`src/rtl/operand_stepper_pkg.sv`:
```
// Shared definitions for the operand stepper: operand width, default wrap
// bound, debouncer state encoding and the wrapping step arithmetic.
package operand_stepper_pkg;

    localparam int OPERAND_W       = 4;
    localparam int DEFAULT_MAX_VAL = 8;

    typedef enum logic [1:0] {
        RELEASED     = 2'd0,
        PRESS_WAIT   = 2'd1,
        PRESSED      = 2'd2,
        RELEASE_WAIT = 2'd3
    } db_state_e;

    // Count up, wrapping to 0 past the bound; an out-of-range loaded value also wraps to 0.
    function automatic logic [OPERAND_W-1:0] step_up(input logic [OPERAND_W-1:0] val,
                                                     input logic [OPERAND_W-1:0] max_val);
        return (val >= max_val) ? '0 : val + 1'b1;
    endfunction

    // Count down, wrapping to the bound below 0; an out-of-range loaded value drops to the bound.
    function automatic logic [OPERAND_W-1:0] step_dn(input logic [OPERAND_W-1:0] val,
                                                     input logic [OPERAND_W-1:0] max_val);
        return ((val == '0) || (val > max_val)) ? max_val : val - 1'b1;
    endfunction

endpackage

```
`src/rtl/operand_stepper_debouncer.sv`:
```
// button_debouncer: 2-FF synchronizer, debounce FSM with a disagreement
// counter, and a registered one-cycle step pulse on each accepted press.
// Optional auto-repeat while held is enabled by defining AUTO_REPEAT_EN.
module button_debouncer
    import operand_stepper_pkg::*;
#(
    parameter int DEBOUNCE_CYCLES = 500000,
    parameter int REPEAT_DELAY    = 25000000,
    parameter int REPEAT_PERIOD   = 10000000
) (
    input  logic i_clk,
    input  logic i_rst_n,
    input  logic i_btn_n,
    output logic o_step
);

    localparam int CNT_W = $clog2(DEBOUNCE_CYCLES + 1);

    if (DEBOUNCE_CYCLES < 1 || REPEAT_PERIOD < 1 || REPEAT_PERIOD > REPEAT_DELAY) begin : g_bad_params
        $error("button_debouncer: invalid timing parameters");
    end

    logic [1:0]       r_sync;
    db_state_e        r_state;
    logic [CNT_W-1:0] r_cnt;
    logic             r_step;

`ifdef AUTO_REPEAT_EN
    localparam int HOLD_W = $clog2(REPEAT_DELAY + 1);
    logic [HOLD_W-1:0] r_hold;
`endif

    logic w_sync_n;
    logic w_stable_n;
    logic w_differs;
    logic w_done;

    assign w_sync_n   = r_sync[1];
    assign w_stable_n = (r_state == RELEASED) || (r_state == PRESS_WAIT);
    assign w_differs  = (w_sync_n != w_stable_n);
    assign w_done     = (r_cnt == CNT_W'(DEBOUNCE_CYCLES - 1));
    assign o_step     = r_step;

    // Bring the raw button into the clock domain; reset value means "released".
    always_ff @(posedge i_clk or negedge i_rst_n) begin
        // NOTE: non-blocking assignments keep every register sampling pre-edge values.
        if (!i_rst_n) begin
            r_sync <= 2'b11;
        end else begin
            r_sync <= {r_sync[0], i_btn_n};
        end
    end

    // Debounce FSM: count disagreeing cycles, flip the stable level after a full run.
    always_ff @(posedge i_clk or negedge i_rst_n) begin
        if (!i_rst_n) begin
            r_state <= RELEASED;
            r_cnt   <= '0;
            r_step  <= 1'b0;
`ifdef AUTO_REPEAT_EN
            r_hold  <= '0;
`endif
        end else begin
            r_step <= 1'b0;
`ifdef AUTO_REPEAT_EN
            r_hold <= '0;
`endif
            if (!w_differs) begin
                // Agreement ends any glitch: fall back to the origin state.
                r_cnt   <= '0;
                r_state <= w_stable_n ? RELEASED : PRESSED;
`ifdef AUTO_REPEAT_EN
                if (r_state == PRESSED) begin
                    if (r_hold == HOLD_W'(REPEAT_DELAY - 1)) begin
                        r_step <= 1'b1;
                        r_hold <= HOLD_W'(REPEAT_DELAY - REPEAT_PERIOD);
                    end else begin
                        r_hold <= r_hold + 1'b1;
                    end
                end
`endif
            end else if (w_done) begin
                r_cnt   <= '0;
                r_state <= w_stable_n ? PRESSED : RELEASED;
                r_step  <= w_stable_n;
            end else begin
                r_cnt   <= r_cnt + 1'b1;
                r_state <= w_stable_n ? PRESS_WAIT : RELEASE_WAIT;
            end
        end
    end

endmodule

```
`src/rtl/operand_stepper.sv`:
```
// operand_stepper: debounced up/down stepping of a 4-bit wrapping operand
// with a direct switch load. OUT feeds the multiplier unchanged; CHANGED
// pulses for one cycle when OUT takes a new value.
// Optional feature macro: AUTO_REPEAT_EN (auto-repeat while a button is held).
module operand_stepper
    import operand_stepper_pkg::*;
#(
    parameter int DEBOUNCE_CYCLES = 500000,
    parameter int MAX_VAL         = DEFAULT_MAX_VAL,
    parameter int REPEAT_DELAY    = 25000000,
    parameter int REPEAT_PERIOD   = 10000000
) (
    input  logic                 i_clk,
    input  logic                 i_rst_n,
    input  logic                 i_btn_up,
    input  logic                 i_btn_dn,
    input  logic                 i_load,
    input  logic [OPERAND_W-1:0] i_sw,
    output logic [OPERAND_W-1:0] o_out,
    output logic                 o_changed
);

    localparam logic [OPERAND_W-1:0] MAX_V = OPERAND_W'(MAX_VAL);

    logic                 w_up_step;
    logic                 w_dn_step;
    logic [OPERAND_W-1:0] w_next;
    logic [OPERAND_W-1:0] r_out;
    logic                 r_changed;

    button_debouncer #(
        .DEBOUNCE_CYCLES(DEBOUNCE_CYCLES),
        .REPEAT_DELAY   (REPEAT_DELAY),
        .REPEAT_PERIOD  (REPEAT_PERIOD)
    ) u_db_up (
        .i_clk  (i_clk),
        .i_rst_n(i_rst_n),
        .i_btn_n(i_btn_up),
        .o_step (w_up_step)
    );

    button_debouncer #(
        .DEBOUNCE_CYCLES(DEBOUNCE_CYCLES),
        .REPEAT_DELAY   (REPEAT_DELAY),
        .REPEAT_PERIOD  (REPEAT_PERIOD)
    ) u_db_dn (
        .i_clk  (i_clk),
        .i_rst_n(i_rst_n),
        .i_btn_n(i_btn_dn),
        .o_step (w_dn_step)
    );

    // Next operand: LOAD wins, simultaneous up+down cancels, then UP, then DN.
    always_comb begin
        // NOTE: default assignment first so no path leaves w_next unassigned (no latch).
        w_next = r_out;
        if (i_load) begin
            w_next = i_sw;
        end else if (w_up_step && w_dn_step) begin
            w_next = r_out;
        end else if (w_up_step) begin
            w_next = step_up(r_out, MAX_V);
        end else if (w_dn_step) begin
            w_next = step_dn(r_out, MAX_V);
        end
    end

    // Operand register and change pulse (only when the value really changes).
    always_ff @(posedge i_clk or negedge i_rst_n) begin
        if (!i_rst_n) begin
            r_out     <= '0;
            r_changed <= 1'b0;
        end else begin
            r_out     <= w_next;
            r_changed <= (w_next != r_out);
        end
    end

    assign o_out     = r_out;
    assign o_changed = r_changed;

endmodule
```
`config.mk`:
```
export PLATFORM = sky130hd
export DESIGN_NAME = operand_stepper
export DESIGN_NICKNAME = d
export VERILOG_FILES = /design/src/rtl/operand_stepper_pkg.sv /design/src/rtl/operand_stepper_debouncer.sv /design/src/rtl/operand_stepper.sv
export SDC_FILE = /design/constraint.sdc
export NUM_CORES = 1
export LEC_CHECK = 0
export CAP_MARGIN = 20
export CORE_UTILIZATION = 55
export DETAILED_ROUTE_END_ITERATION = 7
export GPL_TIMING_DRIVEN = 0
export HOLD_SLACK_MARGIN = 0.03
export PLACE_DENSITY = 0.78
export REMOVE_ABC_BUFFERS = 1
export SETUP_SLACK_MARGIN = 0.5
export SYNTH_ARGS = -nofsm -noshare
export SYNTH_HDL_FRONTEND = slang
export SYNTH_SLANG_ARGS = --single-unit
```
`constraint.sdc`:
```
create_clock -name i_clk -period 2.12 [get_ports i_clk]
set_input_delay 0.212 -clock i_clk [delete_from_list [all_inputs] [get_ports i_clk]]
set_output_delay 0.212 -clock i_clk [all_outputs]
set_load 0.02 [all_outputs]
```
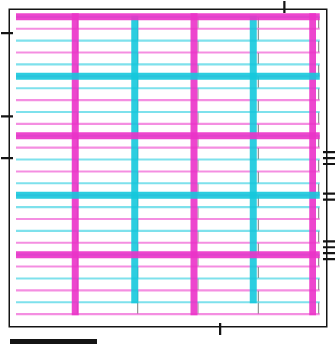
floorplan.png
Bar = 20 µm. Pins as bars on the die edge. Tap cells in grey.
net	colour
VDD	cyan
VSS	magenta
tap cells	67
met5 straps	5
met4 straps	5
met1 rails	26
rows	25
Core Footprint: 4720 µm²
floorplan die width: 72.3 µm
chip height: 72.3 µm
maximum ir drop on the vdd rail: 455 µV

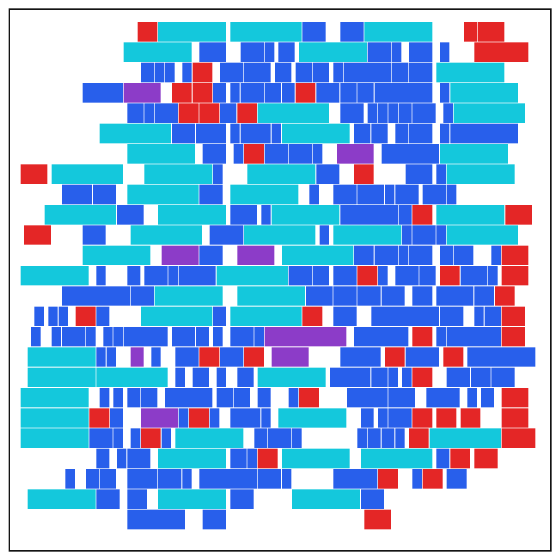
class_map.png
class	colour	cells	share of their area
remaining logic cells	blue	218	47%
registers	cyan	51	37%
clock drivers and dummy loads	purple	8	3.4%
remaining buffers and delay cells	red	49	12%
Non-Filler Cell Area, Final: 3560 µm²
Seq/total area: 36.5%

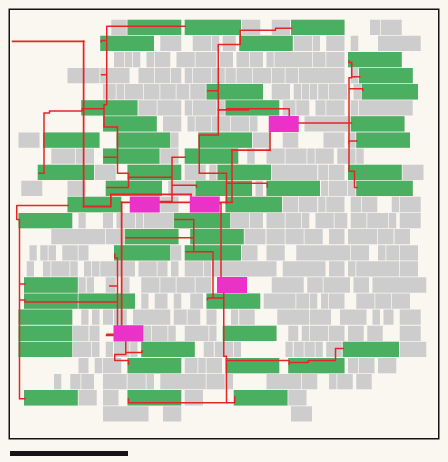
clock_wires.png
Bar = 20 µm.
[clock wires] red | length: 551 µm
[clock-net drivers] magenta | count: 5
[flip-flops] green | count: 51
routed clock nets	6
flops lie	spread over the die
insertion delay at the late pin of the worst-skew pair: 300 ps
clock network power: 0.000688 W
worst setup skew after layout: 8.16 ps
share of total power in the clock network: 34.7%

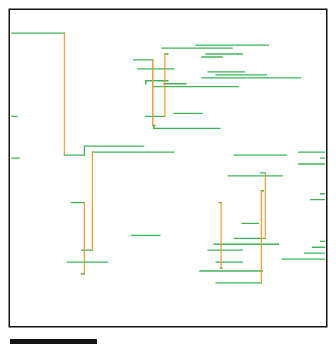
layers.png
Bar = 20 µm. Only two layers are drawn.
layer	colour	wire length
M3	green	358 µm
M4	orange	147 µm
overall global routing resource usage: 22.1%
per-cell routed wire length: 15.2 µm

==> impl_summary.log <==
[flow] collecting metrics
INFO  metric setup_repair_after_global_routing_missed_its_margin = true
INFO  metric cp-start-kind = flip-flop
INFO  metric post-route-worst-setup-slack = 266 ps
INFO  metric dr.first_iter.drc_count = 250
INFO  metric clock_buffer_depth = 2
INFO  metric global_route.overflow_total = 0
INFO  metric cts.sink_count = 51
INFO  metric clk_transition_reported_paths = 90 ps
INFO  metric antenna_cells_inserted = 0
INFO  metric i_o_pins = 14
INFO  metric holdWs = 308 ps
INFO  metric warnings = 28
INFO  metric groute.layer.met2.usage = 35.3%
INFO  metric total_neg_setup_slack = 0 ps
INFO  metric critical_path_class = flip-flop to flip-flop
INFO  metric netlist_top_cells_area = dfrtp_1 43%, xnor2_1 6.4%, nor2_1 6.2%
INFO  metric yosys_most_used_dff = dfrtp_1
INFO  metric final_period_minus_worst_setup_slack = 1850 ps
INFO  metric synthesis.area = 2720 µm²
INFO  metric dpl_worst_slack = -83.4 ps
INFO  metric critPathCapture = o_changed
INFO  metric worstPathCellList = inv_2 > buf_4 > buf_4 > buf_4 > buf_4 > buf_4 > buf_4 > buf_4 > buf_4 > a31oi_2 > a211oi_2 > nand4_1
INFO  metric netSwitchingFraction = 23.7%
INFO  metric leakagePower = 1.52 nW
INFO  metric critPathRequiredTime = 2360 ps
INFO  metric worst_slew_pin_slew = 592 ps
INFO  metric place.gp.congestion = 0.785
INFO  metric run_status = finished clean
INFO  metric p_int = 0.00151 W
INFO  metric met1_usage = 29.6%
INFO  metric ys.flops = 51
INFO  metric slew_violations = 0
INFO  metric initial_core_util = 57.5%
INFO  metric yosysTopAreaCellShare = 43.3%
INFO  metric cts_inserted_buffers = 5
INFO  metric synth.yosys.warnings = 0
INFO  metric power.switching = 0.000470 W
INFO  metric max_freq = 0.539 GHz
INFO  metric nets = 338
INFO  metric number_of_instances_in_the_synthesized_netlist = 276
INFO  metric routed-via-count = 2,205
INFO  metric placed_cells_incl_taps = 346
INFO  metric timing.critical_path.max_delay_family = buffers and inverters
INFO  metric postLayoutCoreUtil = 75.3%
INFO  metric detailed_route_drc_error_count = 0
INFO  metric antenna_found_initial = 0
INFO  metric crit_path_frequent_cell = buf_4
INFO  metric hold_class = input port to asynchronous set/reset pin
INFO  metric ys_seq_share = 47.1%
INFO  metric sequentialPowerShare = 52.1%
INFO  metric finalNonFillerCells = 393
INFO  metric fraction_of_layout_cells_with_a_size_suffix_above_1 = 34.0%
INFO  metric worst_reg2reg_path_endpoint = o_changed
INFO  metric slowest_stage = dfrtp_2
INFO  metric synthesis.area_per_instance = 9.85 µm²
INFO  metric wire_length_of_the_first_global_routing_pass = 8890 µm
INFO  metric path_max_fanout = 6
INFO  metric routed_wl = 5980 µm
INFO  metric io_buffers = 13
INFO  metric firstDrtPassIters = 5
INFO  metric fillerInstances = 300
INFO  metric cp.arrival = 2090 ps
INFO  metric synth-edff-count = 0
INFO  metric post_drt_via_cell_ratio = 5.61
INFO  metric ys_types = 53
INFO  metric critical_path.endpoint_type = flip-flop
INFO  metric finalCritPeriodShare = 87.4%
INFO  metric syn2layout_area_growth = 30.8%
INFO  metric number_of_h_tree_levels = 2
INFO  metric share_comb_of_total_power = 13.2%
INFO  metric power.density = 557 nW/µm²
INFO  metric r2r_setup_slack = 270 ps
INFO  metric cp-startpoint = o_out[0]
INFO  metric groute.layer.met3.usage = 3.89%
INFO  metric cts_root_buffer = clkbuf_8
INFO  metric place.detailed.hpwl = 3080 µm
INFO  metric maximum_cell_stage_delay_along_the_critical_path = 440 ps
INFO  metric reg2reg_from = o_out[0]
INFO  metric yosys_cells = 276
INFO  metric path_depth = 12
INFO  metric finalHoldViolCount = 0
-- cell usage after synthesis (2+ instances only) --
master	count
and3_1	6
nand2b_1	4
and4_1	3
buf_2	6
dfrtp_1	47
a21oi_1	3
xor2_1	19
nand3_1	14
buf_6	2
or3_1	2
nor4_1	3
dfstp_2	4
nor3b_1	2
nor2_1	45
nand4_1	5
ha_1	4
a211oi_1	4
inv_1	9
a311oi_1	3
nor4_2	2
a21o_1	2
nor3_1	7
xnor2_1	20
mux2i_1	2
nand2_1	24
clkbuf_1	2
o21ai_0	6
-- power by group through the flow --
stage	clock [W]	sequential, W	combinational (W)
finish	0.000688	0.00103	0.000262
global route	0.000742	0.00104	0.000286
CTS	0.000706	0.00103	0.000233
global placement	0	0.00105	0.000166
detailed placement	0	0.00105	0.000171
floorplan	0	0.00106	0.0000829
-- placed cells by master (no fill, tap or decap), types with 3 or more instances in the layout --
master and count:
a311oi_1 3, clkdlybuf4s50_1 8, xor2_1 18, nor3_2 3, inv_1 7, or2_4 3
nand4_1 5, o21ai_0 5, dfrtp_1 34, clkbuf_8 6, and3_1 6, nand2b_1 3
nand2_1 23, and4_4 3, buf_4 34, nor2_1 41, nor4_4 4, nand3_1 11
dfstp_2 4, xnor2_1 20, nor2_2 4, dfrtp_2 13, ha_4 3, dlygate4sd2_1 3
nor3_1 4
-- how the worst min path moves through the flow --
stage,slack (ps),cells past startpoint,to
floorplan,-80,0,o_changed
global placement,350,0,u_db_up.r_sync[1]
detailed placement,100,1,u_db_up.r_cnt[11]
CTS,300,2,u_db_up.r_cnt[11]
global route,310,1,u_db_dn.r_sync[0]
finish,310,2,u_db_up.r_cnt[11]
-- layout make-up --
type | count | area (µm²) | area share (%)
Multi-Input combinational cell | 209 | 1610 | 45.4
Inverter | 9 | 33.8 | 0.950
Timing Repair Buffer | 49 | 409 | 11.5
Tap cell | 67 | 83.8 | 2.36
Clock buffer | 6 | 82.6 | 2.32
Sequential cell | 51 | 1300 | 36.5
Clock inverter | 2 | 35.0 | 0.985
-- repair_timing --
item	4_1_cts	5_1_grt
setup endpoints to repair	47	44
setup buffers	18	16
hold buffers	1	0
pin swaps	15	19
gates cloned	2	2
endpoints found under the hold margin	10	0
resized	38	34
-- logic make-up (layout without fill, tap and decap cells) --
logic type,Yosys count,in the layout,synth area share (%)
flops,51,51,47.1
simple gates,130,134,25.8
mux,3,3,1.15
buf+inv,20,66,3.73
xor+xnor,39,39,12.6
fa+ha+maj,4,4,1.84
compound gates,29,29,7.74
-- flip-flops by register name, indices dropped and copies added (netlist names) --
signal / count
u_db_dn.r_state: 1
u_db_dn.r_cnt: 19
u_db_up.r_cnt: 19
u_db_dn.r_sync: 2
o_out: 4
u_db_up.r_sync: 2
u_db_up.o_step: 1
o_changed: 1
u_db_dn.o_step: 1
u_db_up.r_state: 1
-- layer usage --
layer	vias up	share of wire [%]
li1	1055	-
met1	1060	42
met2	74	50
met3	16	6.0
met4	0	2.4
met5	-	0
-- stage by stage --
stage / cell area (µm²) / total power (W)
after floorplan: 2650 / 0.00114
final: 3560 / 0.00198
after CTS: 3280 / 0.00197
after global routing: 3560 / 0.00207
after detailed placement: 2880 / 0.00122
after global placement: 2860 / 0.00121
No activity file was given, so power comes from the tool's default toggle rates.
